File: src/rtl/core_pkg.sv
// Shared definitions for the RV64I+Zba core: datapath width, result-source
// encoding and load funct3 codes.
package core_pkg;

  localparam int unsigned XLEN = 64;

  typedef enum logic [1:0] {
    RES_ALU  = 2'b00,
    RES_LOAD = 2'b01,
    RES_PC4  = 2'b10
  } result_src_e;

  localparam logic [2:0] LD_LB  = 3'b000;
  localparam logic [2:0] LD_LH  = 3'b001;
  localparam logic [2:0] LD_LW  = 3'b010;
  localparam logic [2:0] LD_LD  = 3'b011;
  localparam logic [2:0] LD_LBU = 3'b100;
  localparam logic [2:0] LD_LHU = 3'b101;
  localparam logic [2:0] LD_LWU = 3'b110;

endpackage

File: src/rtl/load_extend.sv
// Aligns a raw memory doubleword by byte offset and sign/zero-extends it
// according to the load funct3.
module load_extend
  import core_pkg::LD_LB, core_pkg::LD_LH, core_pkg::LD_LW, core_pkg::LD_LD,
         core_pkg::LD_LBU, core_pkg::LD_LHU, core_pkg::LD_LWU;
#(
  parameter int unsigned XLEN = core_pkg::XLEN
) (
  input  logic [XLEN-1:0] read_data,
  input  logic [2:0]      off,
  input  logic [2:0]      load_type,
  output logic [XLEN-1:0] ext_c
);

  logic [XLEN-1:0] sh;

  // Bytes shifted out past the top are refilled with zeros before extension.
  always_comb begin
    sh    = read_data >> {off, 3'b000};
    ext_c = '0;
    case (load_type)
      LD_LB:   ext_c = {{(XLEN-8){sh[7]}},   sh[7:0]};
      LD_LH:   ext_c = {{(XLEN-16){sh[15]}}, sh[15:0]};
      LD_LW:   ext_c = {{(XLEN-32){sh[31]}}, sh[31:0]};
      LD_LD:   ext_c = sh;
      LD_LBU:  ext_c = {{(XLEN-8){1'b0}},    sh[7:0]};
      LD_LHU:  ext_c = {{(XLEN-16){1'b0}},   sh[15:0]};
      LD_LWU:  ext_c = {{(XLEN-32){1'b0}},   sh[31:0]};
      default: ext_c = '0;
    endcase
  end

endmodule

File: src/rtl/writeback_stage.sv
// MEM/WB pipeline register and writeback: result selection, register-file
// write port, W-stage forwarding bus and retired-instruction counter.
module writeback_stage
  import core_pkg::RES_ALU, core_pkg::RES_LOAD, core_pkg::RES_PC4;
#(
  parameter int unsigned XLEN  = core_pkg::XLEN,
  parameter int unsigned CNT_W = 64
) (
  input  logic             clk,
  input  logic             rst,
  input  logic             stall_W,
  input  logic             flush_W,
  input  logic             valid_M,
  input  logic             RegWrite_M,
  input  logic [1:0]       ResultSrc_M,
  input  logic [2:0]       LoadType_M,
  input  logic [4:0]       Rd_M,
  input  logic [XLEN-1:0]  ALUResult_M,
  input  logic [XLEN-1:0]  ReadData_M,
  input  logic [XLEN-1:0]  PCPlus4_M,
  output logic [4:0]       A3,
  output logic [XLEN-1:0]  WD3,
  output logic             WE3,
  output logic [4:0]       Rd_W,
  output logic             RegWrite_W,
  output logic [XLEN-1:0]  Result_W,
  output logic [CNT_W-1:0] instret
);

  logic             valid_q,      valid_d;
  logic             reg_write_q,  reg_write_d;
  logic [1:0]       result_src_q, result_src_d;
  logic [2:0]       load_type_q,  load_type_d;
  logic [4:0]       rd_q,         rd_d;
  logic [XLEN-1:0]  alu_q,        alu_d;
  logic [XLEN-1:0]  rdata_q,      rdata_d;
  logic [XLEN-1:0]  pc4_q,        pc4_d;
  logic [CNT_W-1:0] instret_q,    instret_d;

  logic [XLEN-1:0]  load_val_c;
  logic [XLEN-1:0]  result_c;
  logic             we_c;

  // Flush beats stall; an instruction retires only when it actually leaves W.
  always_comb begin
    valid_d      = valid_q;
    reg_write_d  = reg_write_q;
    result_src_d = result_src_q;
    load_type_d  = load_type_q;
    rd_d         = rd_q;
    alu_d        = alu_q;
    rdata_d      = rdata_q;
    pc4_d        = pc4_q;
    instret_d    = instret_q;
    if (flush_W) begin
      valid_d = 1'b0;
    end else if (!stall_W) begin
      valid_d      = valid_M;
      reg_write_d  = RegWrite_M;
      result_src_d = ResultSrc_M;
      load_type_d  = LoadType_M;
      rd_d         = Rd_M;
      alu_d        = ALUResult_M;
      rdata_d      = ReadData_M;
      pc4_d        = PCPlus4_M;
    end
    if (valid_q && !stall_W && !flush_W) begin
      instret_d = instret_q + CNT_W'(1);
    end
  end

  always_ff @(posedge clk) begin
    if (!rst) begin
      valid_q      <= 1'b0;
      reg_write_q  <= 1'b0;
      result_src_q <= 2'b00;
      load_type_q  <= 3'b000;
      rd_q         <= 5'd0;
      alu_q        <= '0;
      rdata_q      <= '0;
      pc4_q        <= '0;
      instret_q    <= '0;
    end else begin
      valid_q      <= valid_d;
      reg_write_q  <= reg_write_d;
      result_src_q <= result_src_d;
      load_type_q  <= load_type_d;
      rd_q         <= rd_d;
      alu_q        <= alu_d;
      rdata_q      <= rdata_d;
      pc4_q        <= pc4_d;
      instret_q    <= instret_d;
    end
  end

  load_extend #(
    .XLEN(XLEN)
  ) u_load_extend (
    .read_data (rdata_q),
    .off       (alu_q[2:0]),
    .load_type (load_type_q),
    .ext_c     (load_val_c)
  );

  // Reserved source encoding yields zero.
  always_comb begin
    result_c = '0;
    case (result_src_q)
      RES_ALU:  result_c = alu_q;
      RES_LOAD: result_c = load_val_c;
      RES_PC4:  result_c = pc4_q;
      default:  result_c = '0;
    endcase
  end

  assign we_c = valid_q & reg_write_q & (rd_q != 5'd0);

  assign A3         = rd_q;
  assign WD3        = result_c;
  assign WE3        = we_c;
  assign Rd_W       = rd_q;
  assign RegWrite_W = we_c;
  assign Result_W   = result_c;
  assign instret    = instret_q;

endmodule

File: config.mk
export PLATFORM = sky130hd
export DESIGN_NAME = writeback_stage
export DESIGN_NICKNAME = d
export VERILOG_FILES = /design/src/rtl/core_pkg.sv /design/src/rtl/load_extend.sv /design/src/rtl/writeback_stage.sv
export SDC_FILE = /design/constraint.sdc
export NUM_CORES = 1
export LEC_CHECK = 0
export CAP_MARGIN = 20
export CORE_ASPECT_RATIO = 1.2
export CORE_MARGIN = 2
export CORE_UTILIZATION = 23
export DETAILED_ROUTE_END_ITERATION = 12
export REMOVE_ABC_BUFFERS = 1
export SYNTH_ARGS = -nofsm -noshare
export SYNTH_HDL_FRONTEND = slang
export SYNTH_SLANG_ARGS = --single-unit
File: constraint.sdc
create_clock -name clk -period 3.13 [get_ports clk]
set_clock_uncertainty 0.15 [all_clocks]
set_input_delay 0.626 -clock clk [delete_from_list [all_inputs] [get_ports clk]]
set_output_delay 0.626 -clock clk [all_outputs]
set_load 0.01 [all_outputs]
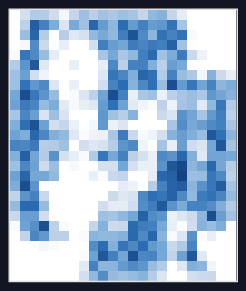
Fig. 1. Cell area per tile.
(1 px per um) 23 x 27 tiles, from white (low) to dark blue (high), 0 to 100% covered.
fullest tile: 93%
emptiest ninth of the die: south-west
tiles over 75% full: 7.2%
mean over tiles: 34%
nearly empty tiles: 24%
post-layout util: 36.88%
core footprint: 58,500 um^2
FP Util: 23.33%

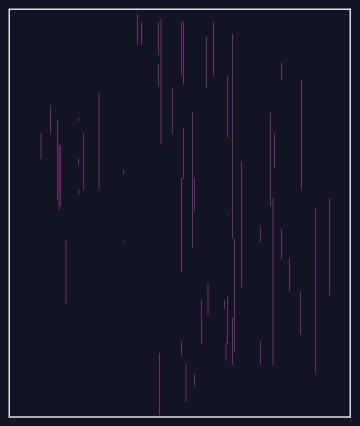
Fig. 2. The metal 4 layer.
(1.5 px per um)
nets with wire on the layer: 38
share of all routed wire: 3.3%
main direction: vertical
wire length on this layer: 1,970 um
longest straight run: 136 um
Post-Route WL: 59,860 um
via count: 14,290

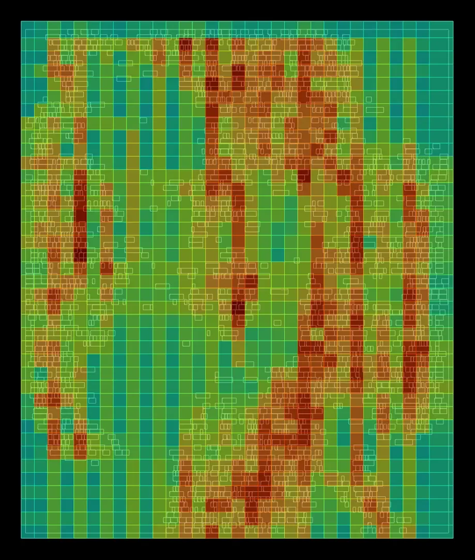
Fig. 3. Routing congestion map.
GR peak layer: met2
met1 usage: 21.68%
fraction of met2 tracks used by global routing: 32.00%

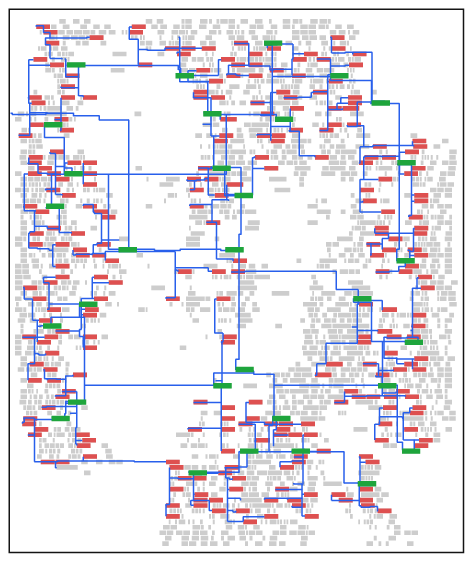
Fig. 4. Clock wires, drivers and flops.
(2 px per um)
[clock wires] blue | length: 4,320 um
[flip-flops] red | count: 268
[clock drivers] green | count: 31
flops lie: all over the die
clk_lat worst skew: 0.58 ns
clock share of power: 45.1%
Clock group: 4.24 mW

-- worst max-delay path: cells and delay by family (launching register included) --
family                 cells  cell delay [ns]
AND/OR/NAND/NOR            2             0.18
buffers and inverters      4             0.58
multiplexers               2             0.79
flip-flops                 1             0.40
AND-OR/OR-AND              1             0.19
-- through the flow --
step	total power [mW]	cells	instance area, um^2	hold slack [ns]	setup TNS, ns
finish	9.389	2972	21580	0.3029	-32.39
global route	9.745	2972	21580	0.3194	-41.53
CTS	9.310	2930	20300	0.3048	-52.29
detailed placement	5.065	2863	18940	0.2963	-8.801
global placement	5.048	2863	18940	0.2920	-5.182
floorplan	4.262	1538	12590	0.2829	-1288.41
==> flow_metrics.env <==
# flow metrics
export IMPL_path_cells="mux4_2 -> mux2i_4 -> nor4_4 -> o21bai_4 -> buf_12 -> buf_8 -> buf_12 -> nand2_4 -> buf_6"
export IMPL_yosysTopAreaCellShare_pct=39.30
export IMPL_fin_ws_ns=-0.3703
export IMPL_max_slew_margin_pct=56.72
export IMPL_p_comb_mw=1.52
export IMPL_slowest_delay_ns=0.58
export IMPL_violations="setup timing"
export IMPL_critPathLaunch="alu_q[1]"
export IMPL_critical_path_max_fanout=5
export IMPL_status="finished, violations left"
export IMPL_antenna_found_initial=10
export IMPL_min_path_cells=2
export IMPL_met2_length_um=29640
export IMPL_ys_sh_xor_pct=2.117
export IMPL_grt_total_usage_pct=17.99
export IMPL_numCtsBuffers=31
export IMPL_yosysSeqAreaShare_pct=39.30
export IMPL_layout_area_comb_um2=8075
export IMPL_synth_edff_count=0
export IMPL_multi_input_comb_cells=1254
export IMPL_die_h_um=270.9
export IMPL_top_layer="met5"
export IMPL_buffers_excl_clock=583
export IMPL_power_group_top="the clock network"
export IMPL_synthAdderAreaFrac_pct=0.09166
export IMPL_post_cts_hold_buffer_count=0
export IMPL_comb_cell_share_pct=37.43
export IMPL_period_minus_slack_ns=3.500
export IMPL_die_w_um=226.4
export IMPL_setup_viol=120
export IMPL_seqPwrFrac_pct=38.6
export IMPL_timing_fmax_mhz=285.7
export IMPL_fin_nets=2363
export IMPL_topCombFamilyByArea="simple AND/OR/NAND/NOR gates"
export IMPL_crit_required_ns=2.35
export IMPL_top_cell="nand2_1"
export IMPL_vdd_ir_drop_max_mv=0.3296
export IMPL_cts_root_buffer="clkbuf_16"
export IMPL_cts_resized=265
export IMPL_cts_htree_levels=1
export IMPL_layout_top_cells="444 x nand2_1, 283 x clkdlybuf4s50_1, 260 x dfxtp_1"
export IMPL_nWellTaps=792
export IMPL_grt_pass1_vias=14060
export IMPL_switchingPower_mw=2.406
No activity file was given, so power comes from the tool's default toggle rates.
